==> config.mk <==
export PLATFORM = sky130hd
export DESIGN_NAME = timer_counter_flat
export DESIGN_NICKNAME = d
export VERILOG_FILES = /design/src/rtl/timer_counter_if.sv /design/src/rtl/timer_counter.sv /design/src/flat_wrapper.sv
export SDC_FILE = /design/constraint.sdc
export NUM_CORES = 1
export LEC_CHECK = 0
export ABC_AREA = 1
export CORE_ASPECT_RATIO = 0.7
export CORE_UTILIZATION = 56
export CTS_BUF_LIST = sky130_fd_sc_hd__clkbuf_4 sky130_fd_sc_hd__clkbuf_8
export CTS_CLUSTER_DIAMETER = 80
export DETAILED_ROUTE_END_ITERATION = 8
export GPL_ROUTABILITY_DRIVEN = 0
export PLACE_DENSITY = 0.81
export SLEW_MARGIN = 20
export SYNTH_ARGS = -nofsm -noshare
export SYNTH_HDL_FRONTEND = slang
export SYNTH_SLANG_ARGS = --single-unit
==> constraint.sdc <==
create_clock -name clk -period 2.35 [get_ports clk]
set_input_delay 0.47 -clock clk [delete_from_list [all_inputs] [get_ports clk]]
set_output_delay 0.47 -clock clk [all_outputs]
set_load 0.01 [all_outputs]
==> src/rtl/timer_counter_if.sv <==
// rtl/timer_counter_if.sv - bridge-side register window of one countdown timer
interface timer_counter_if;
    logic [1:0]  addr;
    logic        we;
    logic [31:0] din;
    logic [31:0] dout;
    logic        irq;

    modport master (output addr, we, din, input dout, irq);
    modport slave  (input addr, we, din, output dout, irq);
endinterface

==> src/rtl/timer_counter.sv <==
// rtl/timer_counter.sv - memory-mapped countdown timer with one-shot/auto-reload and irq
module timer_counter #(
    parameter logic [31:0] RESET_PRESET = 32'h0000_0000
) (
    input  logic            clk,
    input  logic            reset_n,
    timer_counter_if.slave  bus
);

    typedef enum logic [1:0] {
        S_IDLE = 2'd0,
        S_LOAD = 2'd1,
        S_CNT  = 2'd2,
        S_INT  = 2'd3
    } state_t;

    state_t      state;
    state_t      state_nxt;
    logic [3:0]  ctrl;
    logic [3:0]  ctrl_nxt;
    logic [3:0]  ctrl_eff;
    logic [31:0] preset;
    logic [31:0] count;
    logic [31:0] count_nxt;
    logic        irq_flag;
    logic        irq_flag_nxt;
    logic        ctrl_wr;
    logic        preset_wr;
    logic        en_eff;
    logic        reload_mode;

    assign ctrl_wr   = bus.we && (bus.addr == 2'd0);
    assign preset_wr = bus.we && (bus.addr == 2'd1);

    // The FSM sees a CTRL value being written this cycle, so an EN write acts on its own edge.
    assign ctrl_eff    = ctrl_wr ? bus.din[3:0] : ctrl;
    assign en_eff      = ctrl_eff[0];
    assign reload_mode = (ctrl_eff[2:1] == 2'b01);

    always_ff @(posedge clk or negedge reset_n) begin
        if (!reset_n) begin
            state <= S_IDLE;
        end else begin
            state <= state_nxt;
        end
    end

    always_comb begin
        state_nxt = state;
        case (state)
            S_IDLE: if (en_eff) state_nxt = S_LOAD;
            S_LOAD: state_nxt = en_eff ? S_CNT : S_IDLE;
            S_CNT: begin
                if (!en_eff) begin
                    state_nxt = S_IDLE;
                end else if (count <= 32'd1) begin
                    state_nxt = S_INT;
                end
            end
            S_INT:   state_nxt = reload_mode ? S_LOAD : S_IDLE;
            default: state_nxt = S_IDLE;
        endcase
    end

    always_comb begin
        count_nxt    = count;
        irq_flag_nxt = irq_flag;
        ctrl_nxt     = ctrl_eff;
        case (state)
            S_LOAD: count_nxt = preset;
            S_CNT: begin
                if (en_eff) begin
                    if (count > 32'd1) begin
                        count_nxt = count - 32'd1;
                    end else begin
                        count_nxt    = 32'd0;
                        irq_flag_nxt = 1'b1;
                    end
                end
            end
            S_INT: begin
                if (reload_mode) begin
                    irq_flag_nxt = 1'b0;
                end else begin
                    ctrl_nxt[0] = 1'b0;
                end
            end
            default: ;
        endcase
        // A CPU write to CTRL wins over anything the FSM does to CTRL or the flag.
        if (ctrl_wr) begin
            ctrl_nxt     = bus.din[3:0];
            irq_flag_nxt = 1'b0;
        end
    end

    always_ff @(posedge clk or negedge reset_n) begin
        if (!reset_n) begin
            ctrl     <= 4'd0;
            preset   <= RESET_PRESET;
            count    <= 32'd0;
            irq_flag <= 1'b0;
        end else begin
            ctrl     <= ctrl_nxt;
            count    <= count_nxt;
            irq_flag <= irq_flag_nxt;
            if (preset_wr) begin
                preset <= bus.din;
            end
        end
    end

    always_comb begin
        case (bus.addr)
            2'd0:    bus.dout = {28'd0, ctrl};
            2'd1:    bus.dout = preset;
            2'd2:    bus.dout = count;
            default: bus.dout = 32'd0;
        endcase
    end

    assign bus.irq = irq_flag & ctrl[3];

endmodule

==> src/flat_wrapper.sv <==
// flat-port wrapper written by rule: the top's interface ports become plain ports
module timer_counter_flat 
#(
    parameter logic [31:0] RESET_PRESET = 32'h0000_0000
)
  (clk, reset_n, bus_addr, bus_we, bus_din, bus_dout, bus_irq);
  timer_counter_if bus_i ();
  input  logic clk;
  input  logic reset_n;
  input wire logic [$bits(bus_i.addr)-1:0] bus_addr;
  input wire logic [$bits(bus_i.we)-1:0] bus_we;
  input wire logic [$bits(bus_i.din)-1:0] bus_din;
  output wire logic [$bits(bus_i.dout)-1:0] bus_dout;
  output wire logic [$bits(bus_i.irq)-1:0] bus_irq;
  assign bus_i.addr = bus_addr;
  assign bus_i.we = bus_we;
  assign bus_i.din = bus_din;
  assign bus_dout = bus_i.dout;
  assign bus_irq = bus_i.irq;
  timer_counter #(.RESET_PRESET(RESET_PRESET)) u_core (.clk(clk), .reset_n(reset_n), .bus(bus_i));
endmodule
Fig. 1: run 1, the metal 1 layer
Bar = 20 um.
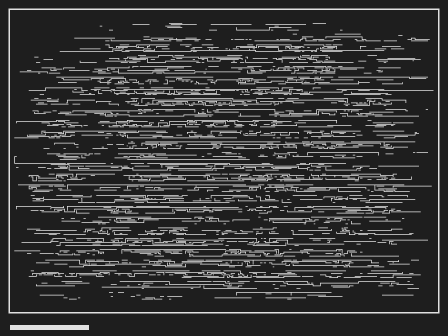
share of all routed wire: 47%
main direction: horizontal
final WL: 12010 um
via count: 4308

Fig. 2: run 1, wire density map
Bar = 20 um. 22 x 15 tiles, from black (low) to pale yellow (high), scaled to the fullest tile. Values are wire area over tile area, all layers added.
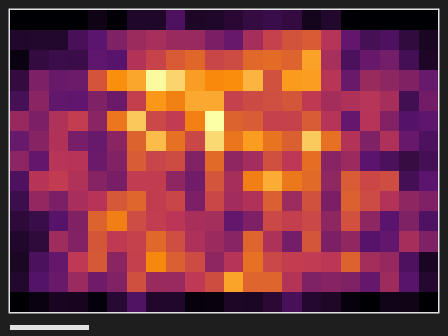
tiles over half the peak: 35%
mean over tiles: 0.24
densest ninth of the die: center
nearly empty tiles: 4.8%
emptiest ninth of the die: north-west
fullest tile: 0.61
drt wl/cell: 15.45 um
gr usage total: 31.51%

Fig. 3: run 1, cell area per tile
Bar = 20 um. 11 x 8 tiles, from black (low) to pale yellow (high), 0 to 100% covered.
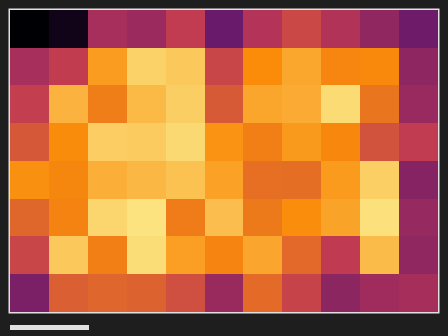
tiles over 75% full: 40%
emptiest ninth of the die: north-west
mean over tiles: 65%
fullest tile: 94%
core area: 7450 um^2
Final Util: 74.02%
FP Util: 59.30%

==> impl_metrics.yaml, run 1 <==
# yosys + openroad results
outcome:
  status: "complete, no violations"
timing:
  fin_crit_sh_pct: 98.86
  fmax_mhz: 430.5
  hold_slack_ns: 0.09426
layout:
  drive_gt1_share_pct: 18.26
  clk_share_pct: 4.447
  area.combinational_um2: 2271
  num-fill-cells: 584
  comb_share_pct: 41.18
  inverters: 64
floorplan:
  num_tap_cells: 98
synthesis:
  netlist_area_um2: 4418
  avgSynthCellArea_um2: 7.488
  yosys-stat-area_um2: 4418
  ff_type: "dfrtp_1"
  ys_cells: 590
  ys_sh_adder_pct: 0.5664
  ys.flops: 71
  common_cells: "nand2_1 (114), nor2_1 (95), dfrtp_1 (71), o21ai_0 (67), inv_1 (60)"
  xor_share_pct: 0.9912
cts:
  cts_sinks: 71
worst_setup_path:
  rr_worst_depth: 10
  start_kind: "input pin"
  critPathTopFamily: "buffers and inverters"
  critical-path-max-stage-delay_ns: 0.50
  critPathKind: "in2out"
global_route:
  grt_max_degree: 72
detailed_routing:
  drc_errors: 0
  vias_per_cell: 5.544
power_and_ir_drop:
  p_sw_share_pct: 41.70
  total_power_mw: 5.567
placement:
  dpl_cell_area_um2: 5311
min_path:
  min_path_type: "in2async"
job:
  max-cap-violations: 0
  tool_warnings: 28
run 1: cells in the final DEF (no fill, tap or decap), types with 4 or more instances in the layout:
| cell type | n |
|---|---|
| nand3_1 | 29 |
| clkbuf_8 | 10 |
| dlymetal6s2s_1 | 6 |
| xor2_1 | 5 |
| o21ai_0 | 67 |
| inv_1 | 59 |
| nand3_2 | 7 |
| nor2_1 | 95 |
| nor2_2 | 9 |
| inv_2 | 4 |
| nand4_1 | 4 |
| clkbuf_2 | 17 |
| dlygate4sd2_1 | 6 |
| buf_4 | 18 |
| nand2_4 | 4 |
| clkdlybuf4s50_1 | 35 |
| a21oi_1 | 39 |
| dfrtp_1 | 71 |
| mux2_2 | 18 |
| o22ai_1 | 9 |
| buf_12 | 5 |
| a21oi_2 | 9 |
| nand2_1 | 114 |
run 1: flip-flops by register name, summed over array words and instances (netlist names):
name,cells
u_core.count,32
u_core.ctrl,4
u_core.irq_flag,1
u_core.preset,32
u_core.state,2
run 1: metal layers:
metal | vias up | GRT usage, % | share of wire, %
met1 | 2023 | 46.94 | 47
li1 | 2098 | - | -
met2 | 175 | 44.78 | 42
met3 | 12 | 8.469 | 9.6
met5 | - | 0 | 0
met4 | 0 | 8.493 | 1.2
run 1: power groups by stage:
stage | registers [mW] | clock network [mW] | logic [mW]
2_1_floorplan | 1.97 | 0 | 1.58
3_3_place_gp | 2.07 | 0 | 2.22
3_5_place_dp | 2.10 | 0 | 2.29
4_1_cts | 2.08 | 1.24 | 2.24
5_1_grt | 2.15 | 1.29 | 2.51
6_report | 2.10 | 1.22 | 2.25
run 1: through the flow:
step	instances	setup slack (ns)
after floorplan	590	0.7219
after global placement	758	-0.2184
after detailed placement	758	-0.3041
after CTS	774	-0.2115
after global routing	777	-0.01909
final	777	0.02689
==> run 2: changes to the inputs <==
Settings changed: CORE_UTILIZATION 56 to 65, DONT_BUFFER_PORTS set to 1, PLACE_DENSITY 0.81 to 0.79, SKIP_LAST_GASP set to 1.
==> run 2 against run 1 <==
Effect of this change:
- the run now ends with hold timing left
- count of clock-buffer cells in the layout is 1 higher
- critical path depth up 1
- largest cell class unchanged
- highest routed layer unchanged
- worst setup slack improved by 0.34 ns
- via count decreased by 5.0%
- combinational power is 9% lower
- final cell count is 9.5% lower
- critical endpoint is now u_core.count[28]
==> impl_metrics.yaml, run 2 <==
# yosys + openroad results
placement:
  dp.cells: 687
  dpl_cell_area_um2: 4629
  dp_slack_ns: 0.4420
power_and_ir_drop:
  powerClk_uw: 957
  comb-power_mw: 2.05
  p_sw_share_pct: 43.71
  total_power_mw: 5.111
worst_setup_path:
  start_kind: "flip-flop"
  critPathKind: "reg2reg"
  rr_worst_depth: 10
  critical-path-max-stage-delay_ns: 0.42
synthesis:
  ff_type: "dfrtp_1"
  avgSynthCellArea_um2: 7.488
  ys_sh_adder_pct: 0.5664
  ys.flops: 71
  xor_share_pct: 0.9912
  common_cells: "nand2_1 (114), nor2_1 (95), dfrtp_1 (71), o21ai_0 (67), inv_1 (60)"
  yosys-stat-area_um2: 4418
  ys_cells: 590
layout:
  final_common_cell: "nand2_1"
  layout.cells.non_filler: 703
  reg_top3: "u_core.count: 32 flops, u_core.preset: 32 flops, u_core.ctrl: 4 flops"
  lay_top_cells: "nand2_1 (114), nor2_1 (95), dfrtp_1 (71), o21ai_0 (67), inv_1 (60)"
job:
  tool_warnings: 27
  max-cap-violations: 0
timing:
  hold_slack_ns: -0.007542
  fin_crit_sh_pct: 84.31
  fmax_mhz: 504.8
  hold_violations: 16
outcome:
  violations: "hold timing"
  status: "finished with violations"
cts:
  cts_sinks: 71
detailed_routing:
  vias_per_cell: 5.821
  drc_errors: 0
global_route:
  grt_max_degree: 72
min_path:
  min_path_type: "in2async"
run 2: netlist changes by cell type in the layout (fill, tap and decap cells not counted), moves of 3 or more:
cell / before / now
dlymetal6s2s_1: 6 / 0
buf_2: 3 / 0
clkbuf_2: 17 / 0
buf_4: 18 / 25
clkdlybuf4s50_1: 35 / 0
dlygate4sd2_1: 6 / 0
buf_12: 5 / 2
run 2: final timing paths:
check,from,end
min,reset_n,u_core.preset[2]
min in group clk,bus_din[26],u_core.preset[26]
max,u_core.count[0],u_core.count[28]
max in group asynchronous,reset_n,u_core.ctrl[1]
max reg2reg,u_core.count[0],u_core.count[28]
min reg2reg,u_core.preset[1],u_core.preset[1]
run 2: area by class of cell:
| cell class | count | area, um^2 | share of cell area [%] |
|---|---|---|---|
| flip-flops and latches | 71 | 1777 | 36.68 |
| well taps | 91 | 113.9 | 2.351 |
| inverters | 64 | 240.2 | 4.960 |
| clock inverters | 4 | 47.55 | 0.9817 |
| multi-input cells | 434 | 2271 | 46.89 |
| clock buffers | 11 | 138.9 | 2.867 |
| repair buffers | 28 | 255.2 | 5.270 |
run 2: worst register-to-register path, stage by stage (launching register included):
cell	delay, ns
dfrtp_1	0.42
inv_1	0.13
ha_1	0.28
nand2_1	0.11
nor2_2	0.24
nand2_4	0.10
nor2_1	0.26
nand2_1	0.10
nand2_1	0.08
nand3_2	0.08
a21oi_2	0.12
run 2: routing by layer:
layer / up-vias / wire length, um / part of all wire, % / track usage (%)
met4: 0 / 221 / 2.0 / 10.47
li1: 1965 / - / - / -
met3: 24 / 1180 / 11 / 9.684
met1: 1884 / 5209 / 46 / 50.16
met2: 219 / 4600 / 41 / 46.58
met5: - / 0 / 0 / 0
Fig. 4: run 2, wire density map
Bar = 20 um. 20 x 14 tiles, from black (low) to pale yellow (high), scaled to the fullest tile. Values are wire area over tile area, all layers added.
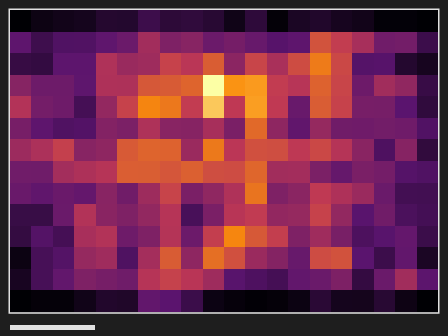
mean over tiles: 0.27
tiles over half the peak: 21%
fullest tile: 0.78
via count: 4092
drt wl/cell: 15.95 um
gr usage total: 33.47%
final WL: 11210 um

Fig. 5: run 2, M2 wires
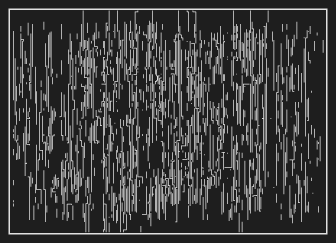
nets with wire on the layer: 512
main direction: vertical
met2 Use GR: 46.58%

Fig. 6: run 2, cell area per tile
Bar = 20 um. 10 x 7 tiles, from black (low) to pale yellow (high), 0 to 100% covered.
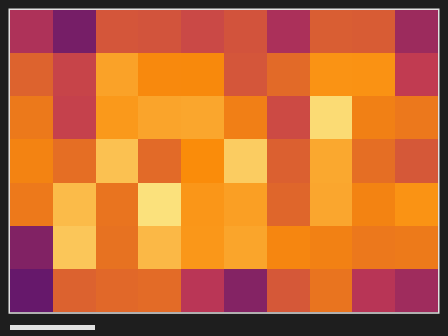
mean over tiles: 66%
tiles over 75% full: 29%
fullest tile: 94%
core area: 6396 um^2
FP Util: 69.07%

Power figures rest on the tool's default switching activity, not on a simulated workload.
